$ cat src/rtl/vram_arb_pkg.sv
// Shared definitions for the VRAM access scheduler.
//   - Default widths (AW_DEF, DW_DEF, BANK_W_DEF) and starvation limit.
//   - Grant encoding for the per-cycle access mux.
//   - States of the CPU capture/replay FSM.
//   - CPU_ADDR_XOR: the D/E decode mask applied to CPU addresses at the default width.
// Optional feature macro used by the top: VRAM_ARB_STATS_EN (CPU stall statistics).
package vram_arb_pkg;

  localparam int AW_DEF         = 13;
  localparam int DW_DEF         = 8;
  localparam int BANK_W_DEF     = 2;
  localparam int STARVE_MAX_DEF = 15;

  // Top address bit of the CPU window is inverted so the D/E decode lands on bank offset 0.
  localparam logic [AW_DEF-1:0] CPU_ADDR_XOR = 13'h1000;

  typedef enum logic [2:0] {
    GNT_NONE = 3'd0,
    GNT_VID  = 3'd1,
    GNT_CPU  = 3'd2,
    GNT_HOLD = 3'd3,
    GNT_DMA  = 3'd4
  } grant_t;

  typedef enum logic {
    ST_IDLE = 1'b0,
    ST_HELD = 1'b1
  } hold_state_t;

endpackage

$ cat src/rtl/vram_arb_hold.sv
// CPU capture/replay stage of the VRAM scheduler.
// Owns the IDLE/HELD FSM, the held-access register and cpu_rdy.
// Ports:
//   clk, reset          clock, synchronous active-high reset
//   cpu_sel/we/addr/din live CPU access (address not yet D/E decoded)
//   blocked             a higher-priority requester (video or forced DMA) owns this cycle
//   cpu_rdy             registered ready; low while an access sits in the hold register
//   cpu_gnt             a CPU access (live or replayed) is issued this cycle
//   cpu_from_hold       the issued/pending CPU access comes from the hold register
//   acc_we/addr/din     the CPU access presented to the mux (decoded address)
module vram_arb_hold
  import vram_arb_pkg::*;
#(
  parameter int AW = AW_DEF,
  parameter int DW = DW_DEF
) (
  input  logic          clk,
  input  logic          reset,
  input  logic          cpu_sel,
  input  logic          cpu_we,
  input  logic [AW-1:0] cpu_addr,
  input  logic [DW-1:0] cpu_din,
  input  logic          blocked,
  output logic          cpu_rdy,
  output logic          cpu_gnt,
  output logic          cpu_from_hold,
  output logic          acc_we,
  output logic [AW-1:0] acc_addr,
  output logic [DW-1:0] acc_din
);

  localparam logic [AW-1:0] ADDR_XOR =
      (AW == AW_DEF) ? AW'(CPU_ADDR_XOR) : (AW'(1) << (AW - 1));

  hold_state_t   state_reg;
  logic          hold_we_reg;
  logic [AW-1:0] hold_addr_reg;
  logic [DW-1:0] hold_din_reg;
  logic          rdy_reg;
  logic [AW-1:0] live_addr;

  assign live_addr     = cpu_addr ^ ADDR_XOR;
  assign cpu_from_hold = (state_reg == ST_HELD);
  assign cpu_rdy       = rdy_reg;

  // While HELD the CPU is repeating the stalled access, so the live inputs are
  // ignored; only the hold register is ever replayed (prevents a double write).
  assign cpu_gnt  = !blocked && (cpu_from_hold || cpu_sel);
  assign acc_we   = cpu_from_hold ? hold_we_reg   : cpu_we;
  assign acc_addr = cpu_from_hold ? hold_addr_reg : live_addr;
  assign acc_din  = cpu_from_hold ? hold_din_reg  : cpu_din;

  always_ff @(posedge clk) begin
    if (reset) begin
      state_reg     <= ST_IDLE;
      hold_we_reg   <= 1'b0;
      hold_addr_reg <= '0;
      hold_din_reg  <= '0;
      rdy_reg       <= 1'b1;
    end else begin
      case (state_reg)
        ST_IDLE: begin
          if (cpu_sel && blocked) begin
            hold_we_reg   <= cpu_we;
            hold_addr_reg <= live_addr;
            hold_din_reg  <= cpu_din;
            state_reg     <= ST_HELD;
            rdy_reg       <= 1'b0;
          end
        end
        ST_HELD: begin
          if (!blocked) begin
            state_reg <= ST_IDLE;
            rdy_reg   <= 1'b1;
          end
        end
        default: begin
          state_reg <= ST_IDLE;
          rdy_reg   <= 1'b1;
        end
      endcase
    end
  end

endmodule

$ cat src/rtl/vram_arbiter.sv
// Single-port VRAM access scheduler for video fetch, CPU and DMA/fill engine.
// Priority per cycle: video > forced DMA > held CPU > live CPU > DMA.
// Ports:
//   clk, reset                         clock, synchronous active-high reset
//   bank                               bank select prepended to every VRAM address
//   vid_req, vid_addr                  video fetch, served in the request cycle
//   cpu_sel/we/addr/din, cpu_rdy       CPU access with stall handshake
//   cpu_rvalid                         VRAM dout carries CPU read data this cycle
//   dma_req/we/addr/din, dma_ack       DMA access, one-cycle combinational grant
//   dma_rvalid                         VRAM dout carries DMA read data this cycle
//   mem_we, mem_addr, mem_din          VRAM macro interface
//   stall_cnt, stall_clr               CPU stall-cycle statistics
// Optional feature: define VRAM_ARB_STATS_EN to build the stall counter; otherwise
// stall_cnt reads 16'h0000 and stall_clr has no effect.
module vram_arbiter
  import vram_arb_pkg::*;
#(
  parameter int AW         = AW_DEF,
  parameter int DW         = DW_DEF,
  parameter int BANK_W     = BANK_W_DEF,
  parameter int STARVE_MAX = STARVE_MAX_DEF
) (
  input  logic                 clk,
  input  logic                 reset,
  input  logic [BANK_W-1:0]    bank,
  input  logic                 vid_req,
  input  logic [AW-1:0]        vid_addr,
  input  logic                 cpu_sel,
  input  logic                 cpu_we,
  input  logic [AW-1:0]        cpu_addr,
  input  logic [DW-1:0]        cpu_din,
  output logic                 cpu_rdy,
  output logic                 cpu_rvalid,
  input  logic                 dma_req,
  input  logic                 dma_we,
  input  logic [AW-1:0]        dma_addr,
  input  logic [DW-1:0]        dma_din,
  output logic                 dma_ack,
  output logic                 dma_rvalid,
  output logic                 mem_we,
  output logic [BANK_W+AW-1:0] mem_addr,
  output logic [DW-1:0]        mem_din,
  output logic [15:0]          stall_cnt,
  input  logic                 stall_clr
);

  localparam logic [7:0] STARVE_LIM = 8'(STARVE_MAX);

  grant_t        gnt;
  logic          forced;
  logic          blocked;
  logic          cpu_gnt;
  logic          cpu_from_hold;
  logic          acc_we;
  logic [AW-1:0] acc_addr;
  logic [DW-1:0] acc_din;
  logic [7:0]    starve_reg;
  logic          cpu_rvalid_reg;
  logic          dma_rvalid_reg;

  assign forced  = dma_req && (starve_reg == STARVE_LIM);
  assign blocked = vid_req || forced;

  vram_arb_hold #(.AW(AW), .DW(DW)) u_hold (
    .clk           (clk),
    .reset         (reset),
    .cpu_sel       (cpu_sel),
    .cpu_we        (cpu_we),
    .cpu_addr      (cpu_addr),
    .cpu_din       (cpu_din),
    .blocked       (blocked),
    .cpu_rdy       (cpu_rdy),
    .cpu_gnt       (cpu_gnt),
    .cpu_from_hold (cpu_from_hold),
    .acc_we        (acc_we),
    .acc_addr      (acc_addr),
    .acc_din       (acc_din)
  );

  // Nothing is granted during reset, so a held write cannot reach the VRAM.
  always_comb begin
    gnt = GNT_NONE;
    if (reset)        gnt = GNT_NONE;
    else if (vid_req) gnt = GNT_VID;
    else if (forced)  gnt = GNT_DMA;
    else if (cpu_gnt) gnt = cpu_from_hold ? GNT_HOLD : GNT_CPU;
    else if (dma_req) gnt = GNT_DMA;
  end

  always_comb begin
    mem_we   = 1'b0;
    mem_addr = '0;
    mem_din  = '0;
    case (gnt)
      GNT_VID:  mem_addr = {bank, vid_addr};
      GNT_CPU, GNT_HOLD: begin
        mem_we   = acc_we;
        mem_addr = {bank, acc_addr};
        mem_din  = acc_din;
      end
      GNT_DMA: begin
        mem_we   = dma_we;
        mem_addr = {bank, dma_addr};
        mem_din  = dma_din;
      end
      default: ;
    endcase
  end

  assign dma_ack    = (gnt == GNT_DMA);
  assign cpu_rvalid = cpu_rvalid_reg;
  assign dma_rvalid = dma_rvalid_reg;

  // Starvation counter saturates at the limit so the forced condition stays
  // asserted while video keeps the bus.
  always_ff @(posedge clk) begin
    if (reset || !dma_req || dma_ack) starve_reg <= '0;
    else if (starve_reg != STARVE_LIM) starve_reg <= starve_reg + 8'd1;
  end

  // rvalid lines up with the VRAM's registered dout one cycle after issue.
  always_ff @(posedge clk) begin
    if (reset) begin
      cpu_rvalid_reg <= 1'b0;
      dma_rvalid_reg <= 1'b0;
    end else begin
      cpu_rvalid_reg <= ((gnt == GNT_CPU) || (gnt == GNT_HOLD)) && !acc_we;
      dma_rvalid_reg <= (gnt == GNT_DMA) && !dma_we;
    end
  end

`ifdef VRAM_ARB_STATS_EN
  logic [15:0] stall_cnt_reg;

  always_ff @(posedge clk) begin
    if (reset || stall_clr) stall_cnt_reg <= '0;
    else if (!cpu_rdy && (stall_cnt_reg != 16'hFFFF)) stall_cnt_reg <= stall_cnt_reg + 16'd1;
  end

  assign stall_cnt = stall_cnt_reg;
`else
  logic unused_stall_clr;
  assign unused_stall_clr = stall_clr;
  assign stall_cnt        = 16'h0000;
`endif

endmodule

$ cat config.mk
export PLATFORM = sky130hd
export DESIGN_NAME = vram_arbiter
export DESIGN_NICKNAME = d
export VERILOG_FILES = /design/src/rtl/vram_arb_pkg.sv /design/src/rtl/vram_arb_hold.sv /design/src/rtl/vram_arbiter.sv
export SDC_FILE = /design/constraint.sdc
export NUM_CORES = 1
export LEC_CHECK = 0
export ABC_AREA = 1
export ABC_CLOCK_PERIOD_IN_PS = 1800
export CAP_MARGIN = 40
export CORE_UTILIZATION = 41
export DETAILED_ROUTE_END_ITERATION = 12
export PLACE_DENSITY = 0.81
export SETUP_SLACK_MARGIN = 0.5
export SLEW_MARGIN = 20
export SYNTH_ARGS = -nofsm -noshare
export SYNTH_HDL_FRONTEND = slang
export SYNTH_SLANG_ARGS = --single-unit
$ cat constraint.sdc
create_clock -name clk -period 1.8 [get_ports clk]
set_input_delay 0.27 -clock clk [delete_from_list [all_inputs] [get_ports clk]]
set_output_delay 0.27 -clock clk [all_outputs]
set_load 0.02 [all_outputs]
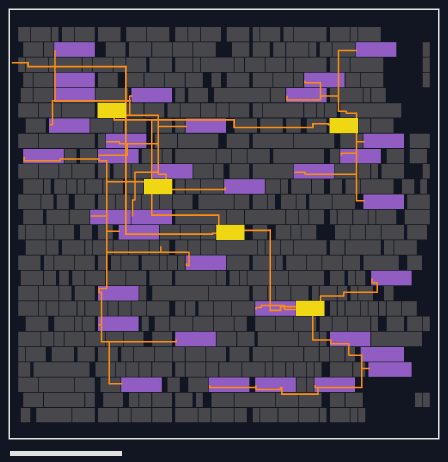
(images/clock_map.png)
Scale bar: 20 um.
[orange] clock wires | length: 536 um
[yellow] cells driving clock nets | count: 5
[purple] flip-flops | count: 34
routed clock nets: 6
flops lie: all over the die

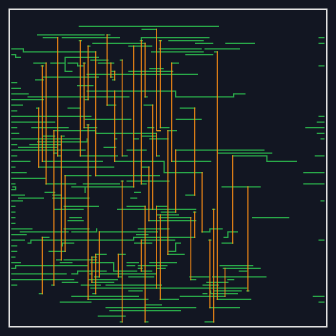
(images/metal_stack.png)
Two of the layers only.
[green] met3 | wire length: 1,470 um
[orange] met4 | wire length: 980 um
final WL: 13.1 mm
via count: 3,356
total track usage: 32.9%

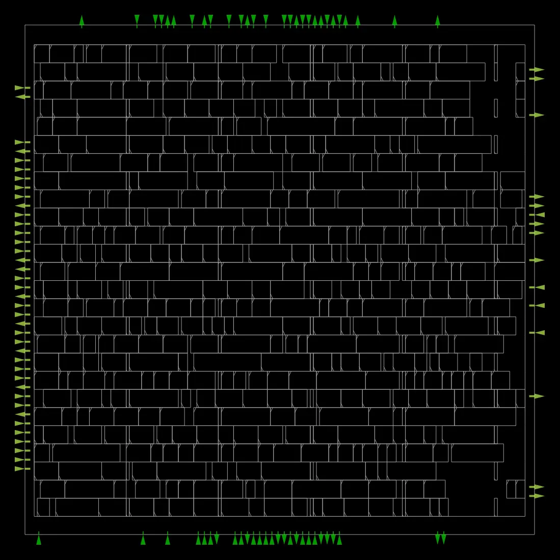
(images/final_placement.png)
final design utilization: 89.4%
Final Instance Count excl. Fillers: 539
flip-flops: 34

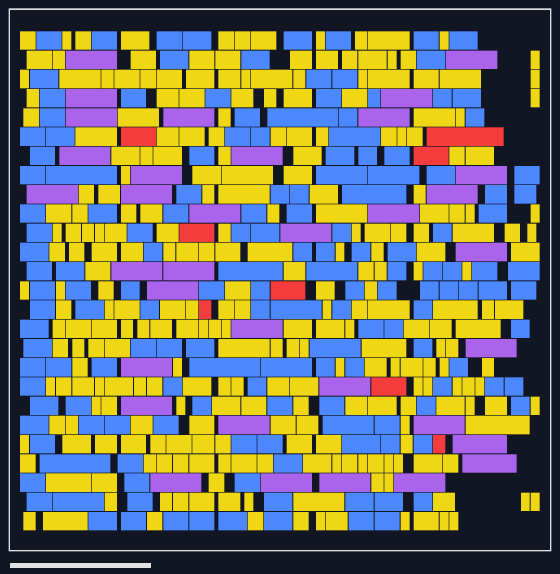
(images/cell_classes.png)
Scale bar: 20 um.
[blue] other buffers and delay cells | cells: 158
[yellow] all other logic | cells: 269
[purple] flip-flops | cells: 34
[red] clock drivers and dummy loads | cells: 8

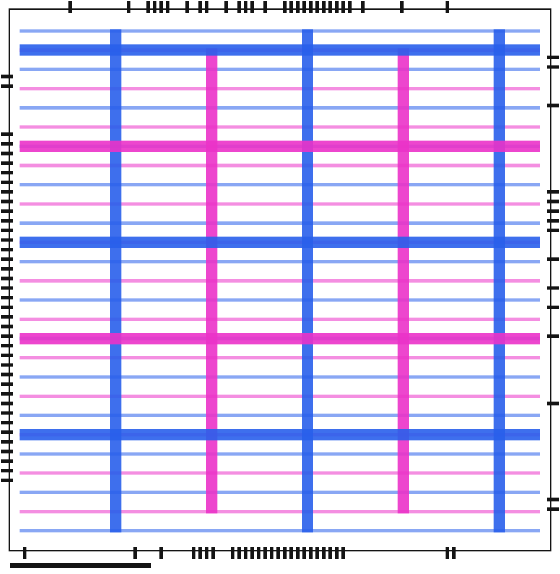
(images/pdn.png)
Scale bar: 20 um. Pins as bars on the die edge.
[blue] VSS
[magenta] VDD
rows: 26
met1 rails: 27
met5 straps: 5
signal pins: 109
met4 straps: 5
die width: 76.4 um
die height: 76.4 um

==> reports/qor.csv <==
stage,metric,value,unit
clock_tree,Sink Count,34,
worst_hold_path,hold depth,2,
critical_path,Buf/Inv on CP,3,
clock_tree,Clock Tree Buf Depth,2,
synth,Flops after synth,34,
synth,Unique masters post-synth,31,
outcome,status,"finished, violations left",
route,DR WL/cell,24.3,um
route,Residual DRC,0,
timing,setup ws final,-0.433,ns
synth,aoi share,11.9,%
grt,GR Overflow Total,0,
route,Routed Antenna Nets,0,
critical_path,WP data required,1.53,ns
critical_path,CP startpoint kind,flip-flop,
timing,"Min Clock Period, post-route",2.23,ns
finish,Antenna Cells,0,
clock_tree,post-cts repair resize count,204,
power_and_ir_drop,pwr/cell area,533,nW/um^2
timing,Slew HR,62.9,%
floorplan,num rows,26,
critical_path,r2r worst-path depth,12,
clock_tree,htree depth,2,
grt,vias in the first global route,3213,
job,tool warnings,30,
critical_path,crit path DAT,1.96,ns
floorplan,I/O Pins,109,
finish,Top Layout Cells,"62 x clkdlybuf4s50_1, 45 x buf_4, 34 x nand2_2",
timing,Final Hold Vio Count,0,
route,Pre-antenna DRT Iters,6,
clock_tree,cts hold-fix bufs,0,
finish,Filler cells,209,
worst_hold_path,WHS Endpoint,u_hold.hold_din_reg[3],
critical_path,FF-to-FF Start,starve_reg[1],
synth,Adder Area Share,0.551,%
route,routed vias/inst,6.23,
synth,gate count of the mapped netlist,320,
synth,Simple-Gate Area Share,31.1,%
critical_path,Crit-path slowest cell,dfxtp_2,
clock_tree,CTS Root Cell,clkbuf_8,
placed_design,Placement Cell Area,3590,um^2
placed_design,pre-CTS setup slack,-0.711,ns
critical_path,cell count along the critical path,11,
synth,"XOR Share, Synth",1.93,%
synth,Synth area leader,dfxtp_1,
synth,Synth Cell Area,2270,um^2
timing,setup TNS,-11.69,ns
job,max_cap viols,0,
finish,most numerous logic cell after layout,clkdlybuf4s50_1,
timing,worst-margin pin slew,0.555,ns
clock_tree,CTS Buf Count,5,
floorplan,core area,5200,um^2
timing,Setup Viol. Count Final,48,
worst_hold_path,Hold Startpoint,u_hold.hold_din_reg[3],
floorplan,chip area,5840,um^2
synth,yosys warns,0,
finish,design area,4650,um^2
timing,fin crit share,124,%
outcome,violated checks,setup timing,
synth,# Cells Yosys,320,
critical_path,reg2reg end,u_hold.hold_we_reg,
[worst max path at each step]
stage | start | end | slack, ns
global placement | cpu_sel | mem_addr[5] | -0.61
finish | starve_reg[1] | mem_addr[2] | -0.43
CTS | starve_reg[0] | mem_addr[1] | -0.31
global route | starve_reg[1] | mem_addr[2] | -0.50
detailed placement | cpu_sel | mem_addr[14] | -0.71
floorplan | starve_reg[1] | mem_addr[9] | 0.19
[cells in the mapped netlist]
cell type  number
a21oi_1        26
buf_2          10
buf_4          18
buf_6           5
clkbuf_1        3
clkinv_1        1
conb_1          1
dfxtp_1        34
ha_1            1
inv_1          24
inv_2           2
mux2i_1        20
nand2_1        57
nand2_2         2
nand2_4         2
nand3_1        42
nand3_2         3
nand4_1        15
nor2_1         13
nor2_2          4
nor2_4          1
nor3_1          3
nor3_4          1
o211ai_1        1
o21ai_0        13
o21ai_1        10
o21ai_2         1
o21bai_1        1
or2_2           1
xnor2_1         1
xor2_1          4
[routing by layer]
layer	wire [um]	vias up	GRT usage (%)
met4	980	0	19.4
met3	1470	103	9.10
li1	-	1345	-
met5	0	-	0
met2	6110	339	57.7
met1	4510	1569	35.0
[power by group]
| group | switching [mW] | internal [mW] | total [mW] |
|---|---|---|---|
| registers | 0.0307 | 0.781 | 0.812 |
| clock network | 0.331 | 0.408 | 0.739 |
| logic | 0.493 | 0.434 | 0.927 |
[final cells by class]
type	count	area share [%]
flip-flops and latches	34	14.7
inverters	27	2.39
repair buffers	158	36.5
clock buffers	5	1.48
multi-input cells	241	42.0
well taps	70	1.88
repair inverters	1	0.242
clock inverters	3	0.860
[through the flow]
stage	cells	total power, mW
global route	539	2.52
detailed placement	503	1.44
global placement	503	1.43
CTS	528	2.24
floorplan	335	1.15
finish	539	2.48
Power and IR drop assume default switching activity.
